Supply network:
Drawn at 1 px/um. Pins as bars on the die edge.
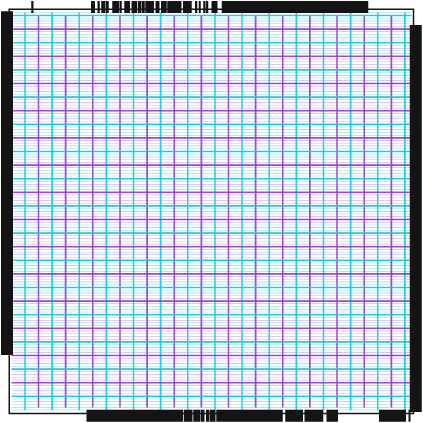
Clock distribution:
Drawn at 1.5 px/um.
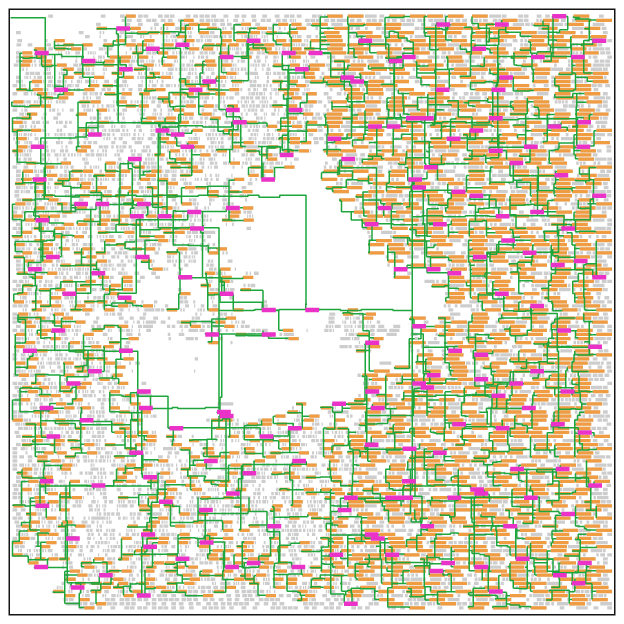
Cells coloured by class:
Drawn at 1 px/um. Fill, decap, tap and diode cells in grey.
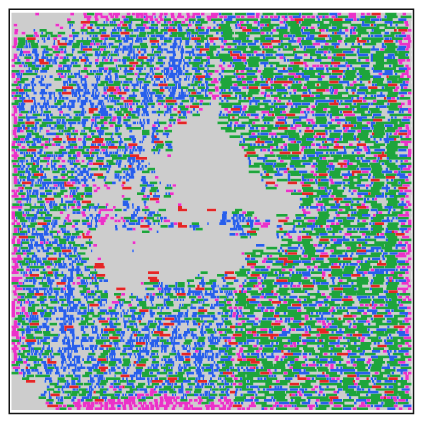
Routing congestion:
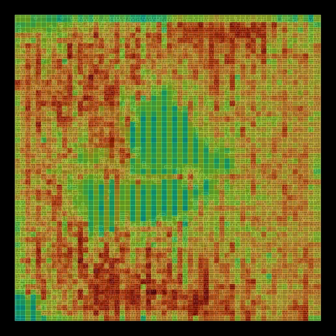
File: config.mk
export PLATFORM = sky130hd
export DESIGN_NAME = splitmix256_ctrl
export DESIGN_NICKNAME = d
export VERILOG_FILES = /design/src/rtl/splitmix256_ctrl.sv
export SDC_FILE = /design/constraint.sdc
export NUM_CORES = 2
export LEC_CHECK = 0
export ABC_CLOCK_PERIOD_IN_PS = 44500
export CAP_MARGIN = 20
export CORE_UTILIZATION = 50
export CTS_CLUSTER_DIAMETER = 60
export DETAILED_ROUTE_END_ITERATION = 8
export PLACE_DENSITY = 0.73
export SYNTH_ARGS = -nofsm -noshare
export SYNTH_HDL_FRONTEND = slang
export SYNTH_SLANG_ARGS = --single-unit
File: constraint.sdc
create_clock -name clk -period 44.5 [get_ports clk]
set_input_delay 4.45 -clock clk [delete_from_list [all_inputs] [get_ports clk]]
set_output_delay 4.45 -clock clk [all_outputs]
set_load 0.05 [all_outputs]
File: src/rtl/splitmix256_ctrl.sv
// Sequencer for the four-lane SplitMix mixer: owns the 4x64 generator state, feeds
// the mixer, tracks its latency and buffers results in a credit-protected output FIFO.
// Optional word counter output gen_count is enabled by defining SPLITMIX256_CTRL_COUNT_EN.

module splitmix256_ctrl #(
  parameter int          MIX_LATENCY = 3,
  parameter int          FIFO_DEPTH  = 4,
  parameter logic [63:0] GAMMA       = 64'h9E3779B97F4A7C15
) (
  input  logic         clk,
  input  logic         rst_n,
  input  logic         seed_load,
  input  logic [255:0] seed_in,
  output logic         seed_busy,
  input  logic         gen_en,
  output logic [255:0] mix_in,
  input  logic [255:0] mix_out,
  output logic         out_valid,
  input  logic         out_ready,
  output logic [255:0] out_data,
  output logic [1:0]   fsm_state
`ifdef SPLITMIX256_CTRL_COUNT_EN
  ,
  output logic [63:0]  gen_count
`endif
);

  // Output handshake: a word transfers on every rising edge where out_valid and
  // out_ready are both high; out_valid/out_data never depend on out_ready.

  localparam int AW = $clog2(FIFO_DEPTH);
  localparam int CW = $clog2(FIFO_DEPTH + 1);
  localparam int IW = $clog2(MIX_LATENCY + 1);
  localparam int SW = 16;

  typedef enum logic [1:0] {
    ST_UNSEEDED = 2'd0,
    ST_RUN      = 2'd1,
    ST_DRAIN    = 2'd2
  } fsm_t;

  fsm_t                   fsm_q;
  fsm_t                   fsm_d;
  logic [255:0]           lane_q;
  logic [255:0]           lane_next;
  logic [255:0]           pend_q;
  logic [255:0]           mix_q;
  logic [MIX_LATENCY-1:0] vld_sr;
  logic [IW-1:0]          inflight;
  logic [255:0]           mem [FIFO_DEPTH];
  logic [AW-1:0]          wr_ptr;
  logic [AW-1:0]          rd_ptr;
  logic [CW-1:0]          fifo_count;
  logic [SW-1:0]          credit_used;
  logic                   credit_ok;
  logic                   issue;
  logic                   push;
  logic                   pop;
  logic                   flush;
  logic                   seed_take;
  logic                   pend_take;

  // Lanes advance independently; the 64-bit adds deliberately drop their carry.
  always_comb begin
    lane_next = '0;
    for (int i = 0; i < 4; i++) begin
      lane_next[i*64 +: 64] = lane_q[i*64 +: 64] + GAMMA;
    end
  end

  always_comb begin
    inflight = '0;
    for (int i = 0; i < MIX_LATENCY; i++) begin
      inflight = inflight + IW'(vld_sr[i]);
    end
  end

  assign push      = vld_sr[MIX_LATENCY-1];
  assign out_valid = (fifo_count != '0);
  assign pop       = out_valid && out_ready;
  assign out_data  = mem[rd_ptr];

  // Every word in flight already owns a FIFO slot, so a push can never find it full.
  assign credit_used = SW'(inflight) + SW'(fifo_count) - SW'(pop);
  assign credit_ok   = (credit_used < SW'(FIFO_DEPTH));

  always_ff @(posedge clk) begin
    if (!rst_n) begin
      fsm_q <= ST_UNSEEDED;
    end else begin
      fsm_q <= fsm_d;
    end
  end

  always_comb begin
    fsm_d     = fsm_q;
    issue     = 1'b0;
    flush     = 1'b0;
    seed_take = 1'b0;
    pend_take = 1'b0;
    unique case (fsm_q)
      ST_UNSEEDED: begin
        if (seed_load) begin
          seed_take = 1'b1;
          fsm_d     = ST_RUN;
        end
      end
      ST_RUN: begin
        issue = gen_en && credit_ok;
        if (seed_load) begin
          pend_take = 1'b1;
          fsm_d     = ST_DRAIN;
        end
      end
      ST_DRAIN: begin
        if (inflight == '0) begin
          flush = 1'b1;
          fsm_d = ST_RUN;
        end
      end
      default: fsm_d = ST_UNSEEDED;
    endcase
  end

  assign seed_busy = (fsm_q == ST_DRAIN);
  assign fsm_state = fsm_q;
  assign mix_in    = mix_q;

  always_ff @(posedge clk) begin
    if (!rst_n) begin
      lane_q <= '0;
      mix_q  <= '0;
      pend_q <= '0;
    end else begin
      if (seed_take) begin
        lane_q <= seed_in;
      end else if (flush) begin
        lane_q <= pend_q;
      end else if (issue) begin
        lane_q <= lane_next;
      end
      if (issue) begin
        mix_q <= lane_next;
      end
      if (pend_take) begin
        pend_q <= seed_in;
      end
    end
  end

  // One bit per issued word, aligned so the top bit meets the matching mix_out.
  always_ff @(posedge clk) begin
    if (!rst_n) begin
      vld_sr <= '0;
    end else begin
      vld_sr[0] <= issue;
      for (int i = 1; i < MIX_LATENCY; i++) begin
        vld_sr[i] <= vld_sr[i-1];
      end
    end
  end

  always_ff @(posedge clk) begin
    if (!rst_n) begin
      wr_ptr     <= '0;
      rd_ptr     <= '0;
      fifo_count <= '0;
      for (int i = 0; i < FIFO_DEPTH; i++) begin
        mem[i] <= '0;
      end
    end else if (flush) begin
      wr_ptr     <= '0;
      rd_ptr     <= '0;
      fifo_count <= '0;
    end else begin
      if (push) begin
        mem[wr_ptr] <= mix_out;
        wr_ptr      <= wr_ptr + AW'(1);
      end
      if (pop) begin
        rd_ptr <= rd_ptr + AW'(1);
      end
      unique case ({push, pop})
        2'b10:   fifo_count <= fifo_count + CW'(1);
        2'b01:   fifo_count <= fifo_count - CW'(1);
        default: fifo_count <= fifo_count;
      endcase
    end
  end

`ifdef SPLITMIX256_CTRL_COUNT_EN
  always_ff @(posedge clk) begin
    if (!rst_n) begin
      gen_count <= '0;
    end else if (flush) begin
      gen_count <= '0;
    end else if (pop) begin
      gen_count <= gen_count + 64'd1;
    end
  end
`endif

  fifo_no_overflow: assert property (@(posedge clk) disable iff (!rst_n)
    !(push && !pop && (fifo_count == CW'(FIFO_DEPTH))));

endmodule
==> flow_metrics.tcl <==
# yosys + openroad results
set metrics [dict create \
    status "finished clean" \
    largest_reg_flops 1024 \
    area_dominant_class "sequential cells" \
    cts_resized 0 \
    layout_top_cells "and2_1, clkdlybuf4s50_1, edfxtp_1" \
    cp_common_cell "buf_4" \
    dp.final_hpwl_mm 168 \
    hold-path-cell-count 2 \
    cp-start-kind "register" \
    yosysUniqueCellTypes 98 \
    common_cells "and2_1, edfxtp_1, nand2_1" \
    synth_chip_area_mm2 0.0803 \
    comb-cell-share 0.322 \
    place.gp.congestion 0.919 \
    worstSetupPathType "register to output pin" \
    pg_comb_uw 646 \
    rows 146 \
    cts_tree "done" \
    top_cell "and2_1" \
    drtPass1Iterations 9 \
    avgSynthCellArea_um2 11.2 \
    path_clk_slew_ns 0.06 \
    n_clock_buffer 272 \
    clk_share 0.0641 \
    drv_slew 0 \
    die_w_um 403 \
    grt_max_degree 195 \
    top_cell_area_share 0.383 \
    cap_violations 0 \
    avgRoutedWirePerCell_um 25.7 \
    cts.sinks 1806 \
    p_leak_nw 34.4 \
    n_all_buffers 1095 \
    core_mm2 0.159 \
    critPathMaxStageDelay_ns 0.85 \
    min_period_over_period 0.206 \
    cp_slowest_cell "clkdlybuf4s50_1" \
    root_buffer "clkbuf_16" \
    grt_use_total 0.312 \
    mi_logic_area_mm2 0.0316 \
    sh_seq_area 0.473 \
    stdcell_count 10169 \
    async_reset_ff_frac 0 \
    hold_end "mix_in[80]" \
    drt_first_iter_violations 6316 \
    ys_cells 7156 \
    worst-path-buf-inv 3 \
    worstSetupEndpoint "out_data[145]" \
    initCoreUtil 0.505 \
]
## Picture notes: 'supply network'
Purple stands for VDD. Cyan stands for VSS.
The core has 146 rows. 1033 signal pins sit on the boundary.

## Picture notes: 'clock distribution'
Magenta stands for clock-net drivers, count 193. Orange stands for flip-flops, count 1806. Green stands for clock wires, length 21.6 mm.
Position of the flops: widely spread.

## Picture notes: 'cells coloured by class'
Green stands for registers, cells 1806, share of their area 49%. Blue stands for remaining logic cells, cells 4792, share of their area 33%. Magenta stands for remaining buffers and delay cells, cells 1095, share of their area 11%. Red stands for clock drivers and dummy loads, cells 354, share of their area 6.6%.

## Picture notes: 'routing congestion'
grt met3 use: 0.0994
fin util: 0.618
met1 GRT Util: 0.392
GR peak layer: met2

